### config.mk
export PLATFORM = sky130hd
export DESIGN_NAME = instruction_fetch
export DESIGN_NICKNAME = d
export VERILOG_FILES = /design/src/rtl/instruction_fetch_pkg.sv /design/src/rtl/instruction_fetch_if_id_reg.sv /design/src/rtl/instruction_fetch.sv
export SDC_FILE = /design/constraint.sdc
export NUM_CORES = 1
export LEC_CHECK = 0
export CORE_ASPECT_RATIO = 1.75
export CORE_MARGIN = 3
export CORE_UTILIZATION = 25
export CTS_CLUSTER_DIAMETER = 150
export DETAILED_ROUTE_END_ITERATION = 10
export SYNTH_ARGS = -nofsm -noshare
export SYNTH_HDL_FRONTEND = slang
export SYNTH_SLANG_ARGS = --single-unit
### constraint.sdc
create_clock -name clk -period 5.9 [get_ports clk]
set_input_delay 1.475 -clock clk [delete_from_list [all_inputs] [get_ports clk]]
set_output_delay 1.475 -clock clk [all_outputs]
set_load 0.005 [all_outputs]
### src/rtl/instruction_fetch_pkg.sv
// Shared processor package: fetch FSM encoding, fixed instruction encodings,
// IF/ID payload layout and an address alignment helper.
package instruction_fetch_pkg;

    localparam int unsigned XLEN = 32;

    // Fetching this word stops the front end; it is never handed to decode.
    localparam logic [XLEN-1:0] HALT_WORD_DEFAULT = 32'hFFFF_FFFF;
    // Bubble contents written into IF/ID on flush.
    localparam logic [XLEN-1:0] NOP_INSTR = 32'h0000_0000;

    typedef enum logic [1:0] {
        IDLE = 2'd0,
        RUN  = 2'd1,
        HALT = 2'd2
    } fetch_state_t;

    // IF/ID payload: fetched word and the address following it.
    typedef struct packed {
        logic [XLEN-1:0] instr;
        logic [XLEN-1:0] pc4;
    } if_id_t;

    // Folds a byte address into the memory window and forces word alignment.
    function automatic logic [XLEN-1:0] align_addr(input logic [XLEN-1:0] addr,
                                                   input logic [XLEN-1:0] mem_mask);
        return addr & mem_mask & 32'hFFFF_FFFC;
    endfunction

endpackage

### src/rtl/instruction_fetch_if_id_reg.sv
// IF/ID pipeline register.
// Ports: clk/rst, flush (bubble, highest priority), load (capture d),
// otherwise hold; instr/pc4/valid are the registered payload.
module if_id_reg
    import instruction_fetch_pkg::*;
(
    input  logic            clk,
    input  logic            rst,
    input  logic            load,
    input  logic            flush,
    input  if_id_t          d,
    output logic [XLEN-1:0] instr,
    output logic [XLEN-1:0] pc4,
    output logic            valid
);

    // Flush wins over load; neither asserted means hold.
    always_ff @(posedge clk or posedge rst) begin
        if (rst) begin
            instr <= NOP_INSTR;
            pc4   <= '0;
            valid <= 1'b0;
        end else if (flush) begin
            instr <= NOP_INSTR;
            pc4   <= '0;
            valid <= 1'b0;
        end else if (load) begin
            instr <= d.instr;
            pc4   <= d.pc4;
            valid <= 1'b1;
        end
    end

endmodule

### src/rtl/instruction_fetch.sv
// Instruction fetch stage: PC register, IDLE/RUN/HALT control and IF/ID register.
// Ports: clk, rst (async, active high), start/stall/redirect_en/redirect_pc
// control, PC to instruction memory, instruction back from memory (same cycle),
// if_id_instr/if_id_pc4/if_id_valid to decode, halted and fetch_count status.
module instruction_fetch
    import instruction_fetch_pkg::*;
#(
    parameter logic [31:0] RESET_PC  = 32'h0000_0000,
    parameter int unsigned MEM_BYTES = 16384,
    parameter logic [31:0] HALT_WORD = HALT_WORD_DEFAULT
) (
    input  logic        clk,
    input  logic        rst,
    input  logic        start,
    input  logic        stall,
    input  logic        redirect_en,
    input  logic [31:0] redirect_pc,
    output logic [31:0] PC,
    input  logic [31:0] instruction,
    output logic [31:0] if_id_instr,
    output logic [31:0] if_id_pc4,
    output logic        if_id_valid,
    output logic        halted,
    output logic [31:0] fetch_count
);

    // MEM_BYTES is a power of two, so wrap is a mask.
    localparam logic [31:0] ADDR_MASK = 32'(MEM_BYTES - 1);

    fetch_state_t state, state_nxt;
    logic [31:0]  pc_nxt;
    logic [31:0]  pc_plus4;
    logic         ifid_load;
    logic         ifid_flush;
    logic         count_en;
    if_id_t       ifid_d;

    assign pc_plus4 = align_addr(PC + 32'd4, ADDR_MASK);
    assign ifid_d   = '{instr: instruction, pc4: pc_plus4};

    // Next state: start > redirect > stall > halt detect > advance.
    always_comb begin
        state_nxt  = state;
        pc_nxt     = PC;
        ifid_load  = 1'b0;
        ifid_flush = 1'b0;
        count_en   = 1'b0;
        case (state)
            IDLE: begin
                pc_nxt     = RESET_PC;
                ifid_flush = 1'b1;
                if (start) begin
                    state_nxt = RUN;
                end
            end
            RUN: begin
                if (start) begin
                    pc_nxt     = RESET_PC;
                    ifid_flush = 1'b1;
                end else if (redirect_en) begin
                    pc_nxt     = align_addr(redirect_pc, ADDR_MASK);
                    ifid_flush = 1'b1;
                end else if (stall) begin
                    pc_nxt = PC;
                end else if (instruction == HALT_WORD) begin
                    // Halt word becomes a bubble; PC parks on it.
                    state_nxt  = HALT;
                    ifid_flush = 1'b1;
                end else begin
                    pc_nxt    = pc_plus4;
                    ifid_load = 1'b1;
                    count_en  = 1'b1;
                end
            end
            HALT: begin
                ifid_flush = 1'b1;
                if (start) begin
                    state_nxt = RUN;
                    pc_nxt    = RESET_PC;
                end
            end
            default: begin
                state_nxt  = IDLE;
                pc_nxt     = RESET_PC;
                ifid_flush = 1'b1;
            end
        endcase
    end

    // State, PC and status registers.
    always_ff @(posedge clk or posedge rst) begin
        if (rst) begin
            state       <= IDLE;
            PC          <= RESET_PC;
            halted      <= 1'b0;
            fetch_count <= '0;
        end else begin
            state  <= state_nxt;
            PC     <= pc_nxt;
            halted <= (state_nxt == HALT);
            if (count_en) begin
                fetch_count <= fetch_count + 32'd1;
            end
        end
    end

    if_id_reg u_if_id (
        .clk   (clk),
        .rst   (rst),
        .load  (ifid_load),
        .flush (ifid_flush),
        .d     (ifid_d),
        .instr (if_id_instr),
        .pc4   (if_id_pc4),
        .valid (if_id_valid)
    );

endmodule

Run 1, clock routing:
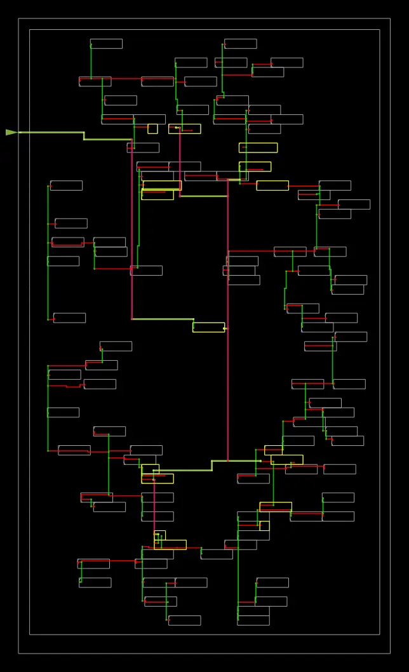
Clk Latency, worst-skew pair: 340 ps
CTS Sinks: 92

Run 1, cell classes on the final placement:
Fill, decap, tap and diode cells in grey.
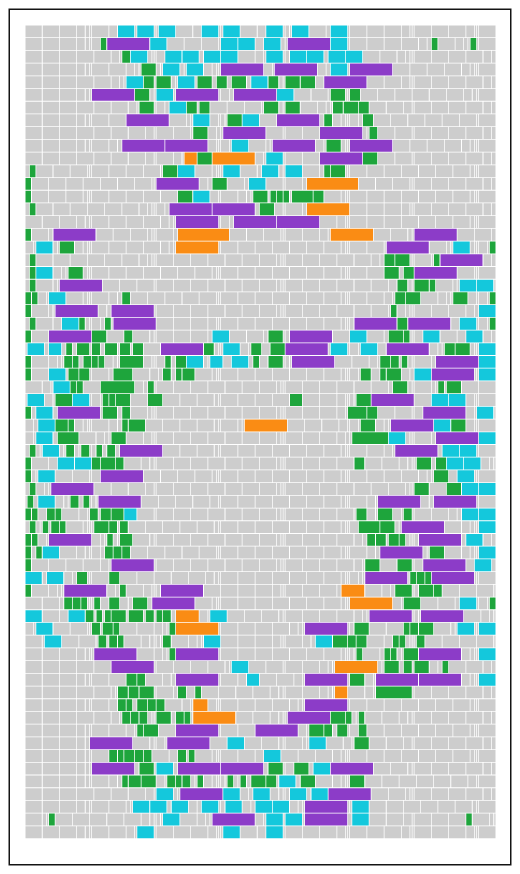
| colour | class | cells | share of their area |
|---|---|---|---|
| orange | clock drivers and dummy loads | 16 | 5.6% |
| purple | registers | 92 | 39% |
| cyan | remaining buffers and delay cells | 142 | 24% |
| green | remaining logic cells | 310 | 32% |
fraction of area in registers: 36.84%
core area: 17540 um2
Finished Cell Area: 6250 um2

==> out/metrics.cfg, run 1 <==
[layout]
fillers = 1766
clock_area_share_pct = 5.385
final_nets = 626

[sta]
worst_slack_ps = 2165
setup_tns_ps = 0
finalHoldViolCount = 0

[logic_synthesis]
synth_area_leader_cell = dfrtp_1
syn-instance-count = 423
ys_types = 43
synthArstFlopShare_pct = 100.0
ys_area_um2 = 4462

[worst_setup_path]
cp.buffers_inverters = 1
path_cells = clkdlybuf4s50_1 -> or3b_4 -> nor2_8 -> and2_2 -> nand4_1 -> xnor2_1
crit_arrival_ps = 3960
critPathSlowestCell = and2_2
worstReg2RegEnd = fetch_count[12]
cpPeakStageDelay_ps = 790

[pwr]
power_density_nw_per_um2 = 247.3

[global_routing]
grt_antenna_before_repair = 1
grt_pass1_wl_um = 19660
track_usage_pct = 12.90

[floorplan]
die_width_um = 107.0
fp_util_pct = 25.44
die_h_um = 182.7

[place]
pre_cts_ws_ps = 1807

[hold_path]
holdCritPathClass = reg -> reg
hold_end = fetch_count[31]

[cts]
htree_levels = 3
cts_hold_buf = 0
tritoncts = built
cts_buffer_depth = 2

[detailed_routing]
wl_met3_um = 850
wl_per_cell_um = 15.93
drtAntennaViolNets = 0

[outcome]
status = finished clean

[run]
warnings = 46

Run 1, metal 3:
Bar = 20 um.
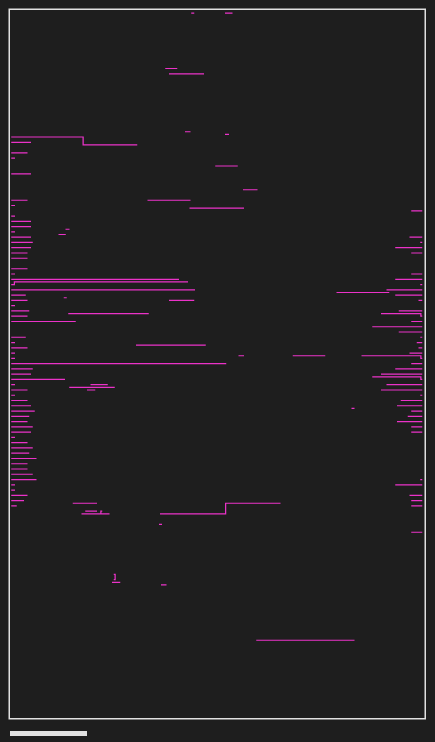
share of all routed wire: 6.8%
main direction: horizontal
wire length on this layer: 850 um
longest straight run: 55.2 um
nets with wire on the layer: 117
GR met3 Demand/Resource: 3.363%
final WL: 12600 um
Via Count: 3597

[run 1: report_power, final]
| group | switching, mW | internal (mW) | total, mW |
|---|---|---|---|
| Clock | 0.246 | 0.395 | 0.641 |
| Combinational | 0.0994 | 0.112 | 0.212 |
| Sequential | 0.0326 | 0.660 | 0.693 |
| Total | 0.378 | 1.17 | 1.55 |
[run 1: how the worst max path moves through the flow]
stage / cells after the start / to / slack [ps]
finish: 6 / fetch_count[12] / 2160
floorplan: 1 / PC[10] / 2030
CTS: 8 / fetch_count[6] / 2170
detailed placement: 8 / fetch_count[6] / 1810
global placement: 8 / fetch_count[6] / 1830
global route: 6 / fetch_count[14] / 2000
[run 1: registers in the layout (all words and copies together) (netlist names)]
name and cells:
fetch_count 32, halted 1, u_if_id.valid 1, state 2
u_if_id.instr 32, PC 12, u_if_id.pc4 12
[run 1: through the flow]
stage / cell area, um2 / instances
after floorplan: 4608 / 462
after global placement: 5913 / 775
after detailed placement: 5913 / 775
after CTS: 6250 / 791
after global routing: 6250 / 791
final: 6250 / 791
[run 1: logic make-up after synthesis]
logic type                 after synthesis  synth area share [%]
AOI/OAI and AO/OA                       80                 12.76
xor gates and xnor gates                40                 7.852
adders and majority gates                2                0.5608
buffers and inverters                   66                 9.450
DFF                                     92                 51.60
muxes                                    2                0.4487
other                                    1               0.08405
and+or+nand+nor                        140                 17.25
[run 1: Yosys cell counts, types with 3 or more instances]
cell type / instances
dfrtp_1: 92
buf_4: 40
a22o_1: 35
nand2_1: 34
xnor2_1: 30
nor2_1: 26
nand3_1: 21
nand4_1: 20
o21ai_0: 20
buf_2: 13
a21oi_1: 11
and3_1: 11
xor2_1: 10
clkbuf_1: 6
inv_1: 6
nor3_1: 6
nand2b_1: 5
nor4_1: 4
and2_1: 3
==> run 1 -> run 2 <==
clock period = 3.05 ns   (was 5.9 ns; I/O delays follow)
Run 2, clock routing:
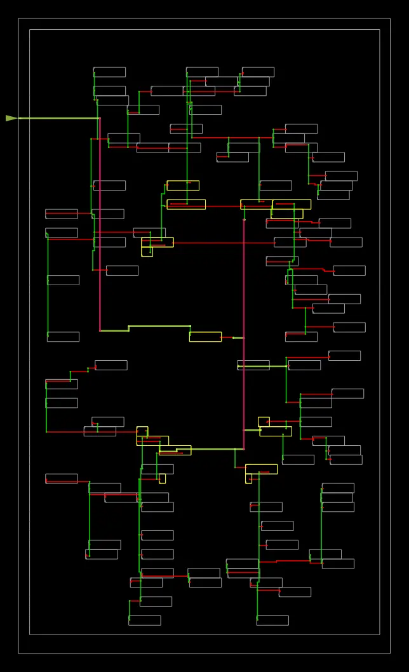
clock buffers: 9
Clock Skew: 7.611 ps
flop count: 92
total CTS buffers: 9
Power Clock: 1.21 mW

Run 2, routed metal per tile:
Bar = 20 um. 21 x 37 tiles, from dark blue (low) to red (high), scaled to the fullest tile. Values are wire area over tile area, all layers added.
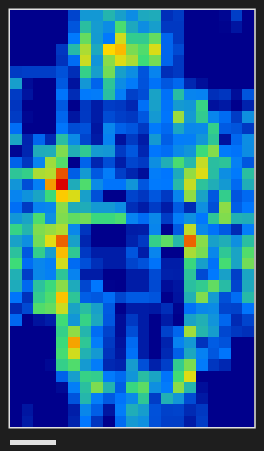
nearly empty tiles: 22%
mean over tiles: 0.11
tiles over half the peak: 11%
densest ninth of the die: west
fullest tile: 0.47
Routed WL per cell: 16.29 um
All-Layer GR Usage: 13.27%
Via Count: 3663
final WL: 13100 um

Run 2, cell classes on the final placement:
Fill, decap, tap and diode cells in grey.
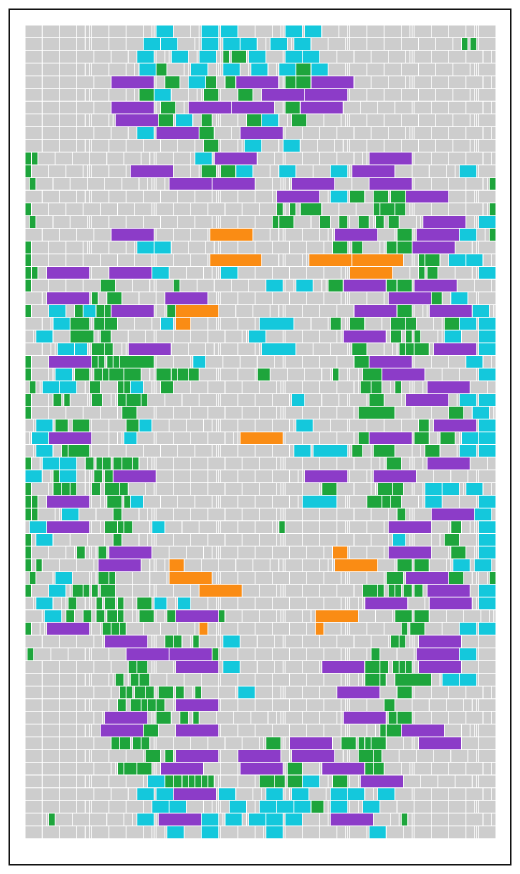
Finished Cell Area: 6385 um2
fraction of area in registers: 36.06%
number of placement rows: 64

==> out/metrics.cfg, run 2 <==
[cts]
htree_levels = 3
tritoncts = built
cts_hold_buf = 0
cts_buffer_depth = 2
clock_latency_ps = 330
clock-sinks = 92

[pwr]
pwr-share-clk_pct = 40.7
internal_power_mw = 2.231
powerSeq_mw = 1.34
power_density_nw_per_um2 = 467.0
p_sw_mw = 0.7509
power-top-group = sequential cells
total_power_mw = 2.982
sw_frac_of_total_pct = 25.18
p_comb_share_pct = 14.3
seq_power_share_pct = 45.0
p_leak_nw = 2.755
power.combinational.total_mw = 0.427

[layout]
lay_top_cells = clkdlybuf4s50_1, dfrtp_1, conb_1, a22o_1, nand2_1
drive_above_1_share_pct = 8.028
reg.largest.list = fetch_count: 32 flops, u_if_id.instr: 32 flops
final_nets = 639
mostFrequentLayoutCell = clkdlybuf4s50_1
fillers = 1674

[logic_synthesis]
syn-instance-count = 423
synth_area_leader_cell = dfrtp_1
yosys-top-cells-count = dfrtp_1, buf_4, a22o_1
yosys.cell_count.top_type = dfrtp_1
synthArstFlopShare_pct = 100.0
ys_types = 43
synth-main-ff-cell = dfrtp_1
top_area_share_pct = 51.60
ys_area_um2 = 4462

[sta]
drv_slew = 0
finalHoldViolCount = 0
setup_tns_ps = 0
fmax_mhz = 358.1

[floorplan]
die_width_um = 107.0
fp_util_pct = 25.44
die_h_um = 182.7
chipArea_um2 = 19550
core_area_um2 = 17540

[worst_setup_path]
cpPeakStageDelay_ps = 500
critPathSlowestCell = clkdlybuf4s50_1
path_cells = clkdlybuf4s50_1 -> nand4_1 -> nor4_1 -> buf_4 -> a31oi_1 -> a21boi_0 -> nand2b_1 -> o21ai_0
endpoint_kind = register
crit_arrival_ps = 2990
cp.buffers_inverters = 2

[detailed_routing]
drtAntennaViolNets = 0

[global_routing]
grt_pass1_wl_um = 20180
grt_antenna_before_repair = 1

[run]
drv_cap = 0
warnings = 46

[place]
placed_cell_area_um2 = 6063

[outcome]
status = finished clean

[hold_path]
holdCritPathClass = reg -> reg

-- run 2: area by class of cell --
class	count	area [um2]	share of cell area, %
Multi-Input combinational cell	304	1887	29.55
Timing Repair Buffer	155	1559	24.42
Inverter	6	26.28	0.4115
Clock buffer	9	225.2	3.527
Sequential cell	92	2302	36.06
Clock inverter	7	96.34	1.509
Tap cell	231	289.0	4.527
-- run 2: kinds of logic (layout without fill, tap and decap cells) --
logic type                 after synthesis  after routing  synth area share, %
xor gates and xnor gates                40             40                7.852
muxes                                    2              2               0.4487
AOI/OAI and AO/OA                       80             80                12.76
DFF                                     92             92                51.60
buffers and inverters                   66            177                9.450
adders and majority gates                2              2               0.5608
other                                    1             40              0.08405
and+or+nand+nor                        140            140                17.25
-- run 2: final timing paths --
kind | depth (start not counted) | startpoint | to | slack (ps)
setup / recovery | 8 | instruction[9] | PC[2] | 260
hold / removal | 2 | u_if_id.pc4[5] | u_if_id.pc4[5] | 480
setup reg to reg | 6 | PC[4] | PC[13] | 1020
hold reg to reg | 2 | u_if_id.pc4[5] | u_if_id.pc4[5] | 480
max in group asynchronous | 3 | rst | u_if_id.instr[29] | 1650
min in group asynchronous | 2 | rst | fetch_count[17] | 820
-- run 2: routing by layer --
layer  vias to the layer above  track usage [%]  routed length, um
met2                       122            25.59               7391
met5                         -                0                 16
li1                       1710                -                  -
met4                         2            3.840                185
met1                      1819            14.22               4858
met3                        10            2.832                644
-- run 2: through the flow --
stage | std cells | hold WS [ps] | worst slack (ps)
6_report | 804 | 483.3 | 257.1
5_1_grt | 804 | 516.6 | 51.86
4_1_cts | 804 | 493.4 | 178.4
3_5_place_dp | 788 | 478.9 | -161.3
3_3_place_gp | 788 | 464.9 | -104.6
2_1_floorplan | 462 | 468.2 | 778.3
==> run 2 -> run 3 <==
CAP_MARGIN = 30   (was not set)
CTS_CLUSTER_SIZE = 40   (was not set)
Run 3, cell classes on the final placement:
Fill, decap, tap and diode cells in grey.
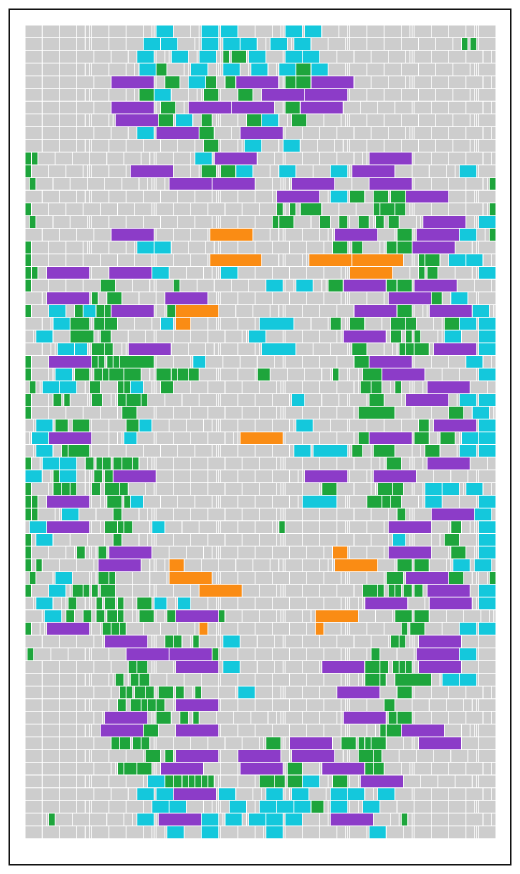
| colour | class | cells | share of their area |
|---|---|---|---|
| purple | registers | 92 | 38% |
| cyan | remaining buffers and delay cells | 155 | 26% |
| orange | clock drivers and dummy loads | 16 | 5.3% |
| green | remaining logic cells | 310 | 31% |
Final Util: 36.41%

Run 3, signal wires on met1:
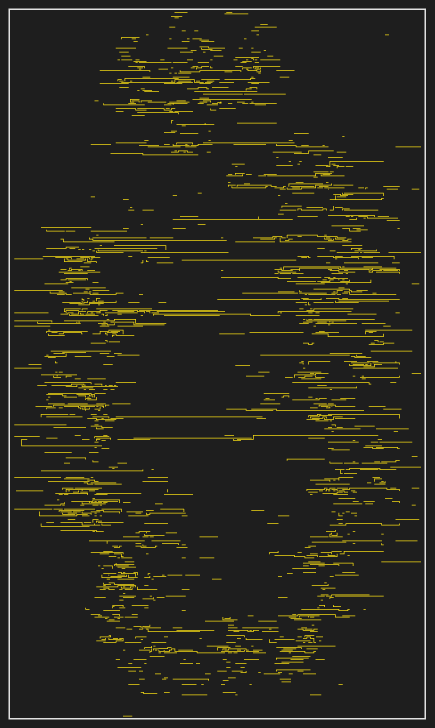
share of all routed wire: 37%
longest straight run: 37.7 um
nets with wire on the layer: 520
main direction: horizontal
wire length on this layer: 4860 um
M1 GR Usage: 14.22%

Run 3, clock routing:
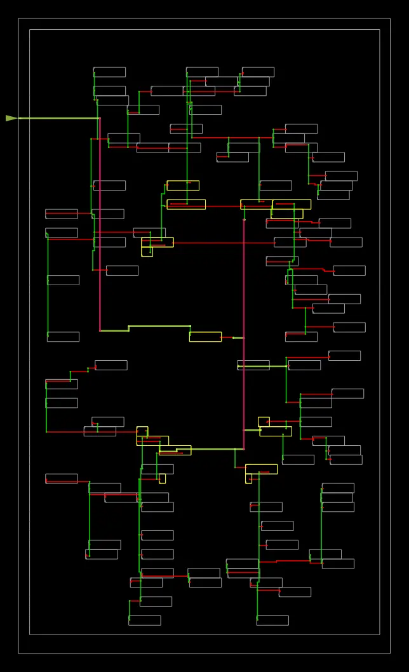
Clk Latency, worst-skew pair: 330 ps

==> out/metrics.cfg, run 3 <==
[detailed_routing]
via_count = 3663
wl_per_cell_um = 16.29
drtAntennaViolNets = 0

[pwr]
clk-power_mw = 1.21
powerSeq_mw = 1.34
power-top-group = sequential cells
sw_frac_of_total_pct = 25.18
internal_power_mw = 2.231
p_sw_mw = 0.7509
power.combinational.total_mw = 0.427
total_power_mw = 2.982
pwr-share-clk_pct = 40.7

[cts]
cts_buffer_depth = 2
tritoncts = built
cts_hold_buf = 0
clock-sinks = 92

[logic_synthesis]
synth-main-ff-cell = dfrtp_1
yosys-top-cells-count = dfrtp_1, buf_4, a22o_1
top_area_share_pct = 51.60
synthArstFlopShare_pct = 100.0
synth_area_leader_cell = dfrtp_1
ys_types = 43
yosys.cell_count.top_type = dfrtp_1

[worst_setup_path]
critPathSlowestCell = clkdlybuf4s50_1
crit_arrival_ps = 2990
endpoint_kind = register
cp.buffers_inverters = 2
cpPeakStageDelay_ps = 500

[hold_path]
holdCritPathClass = reg -> reg

[layout]
reg.largest.list = fetch_count: 32 flops, u_if_id.instr: 32 flops
final_nets = 639
instances_no_fill = 804
lay_top_cells = clkdlybuf4s50_1, dfrtp_1, conb_1, a22o_1, nand2_1
drive_above_1_share_pct = 8.028
mostFrequentLayoutCell = clkdlybuf4s50_1
fillers = 1674
fin_area_um2 = 6385

[outcome]
status = finished clean

[run]
warnings = 46

[sta]
drv_slew = 0
setup_tns_ps = 0
finalHoldViolCount = 0

[floorplan]
fp_util_pct = 25.44
die_width_um = 107.0
rows = 64
die_h_um = 182.7

run 3: logic make-up (layout without fill, tap and decap cells):
kind of cell             count (synthesis)  in the layout  share of synthesized area, %
buffers and inverters                   66            177                         9.450
flip-flops                              92             92                         51.60
multiplexers                             2              2                        0.4487
adder cells (fa/ha/maj)                  2              2                        0.5608
AND-OR/OR-AND                           80             80                         12.76
XOR/XNOR                                40             40                         7.852
other                                    1             40                       0.08405
AND/OR/NAND/NOR                        140            140                         17.25
run 3: worst paths after layout:
| check | slack (ps) | end | cells past startpoint | from |
|---|---|---|---|---|
| max | 260 | PC[2] | 8 | instruction[9] |
| min | 480 | u_if_id.pc4[5] | 2 | u_if_id.pc4[5] |
| max reg2reg | 1020 | PC[13] | 6 | PC[4] |
| min reg2reg | 480 | u_if_id.pc4[5] | 2 | u_if_id.pc4[5] |
| max in group asynchronous | 1650 | u_if_id.instr[29] | 3 | rst |
| min in group asynchronous | 820 | fetch_count[17] | 2 | rst |
run 3: cell type report:
| cell class | instances | area (um2) | area share, % |
|---|---|---|---|
| multi-input combinational | 304 | 1887 | 29.55 |
| clock inverter | 7 | 96.34 | 1.509 |
| tap | 231 | 289.0 | 4.527 |
| clock buffer | 9 | 225.2 | 3.527 |
| sequential | 92 | 2302 | 36.06 |
| timing repair buffer | 155 | 1559 | 24.42 |
| inverter | 6 | 26.28 | 0.4115 |
run 3: metal layers:
| metal | share of wire, % | vias to the layer above | routed length (um) | track usage [%] |
|---|---|---|---|---|
| met2 | 56 | 122 | 7391 | 25.59 |
| met3 | 4.9 | 10 | 644 | 2.832 |
| met5 | 0.12 | - | 16 | 0 |
| met4 | 1.4 | 2 | 185 | 3.840 |
| li1 | - | 1710 | - | - |
| met1 | 37 | 1819 | 4858 | 14.22 |
Power and IR drop assume default switching activity.
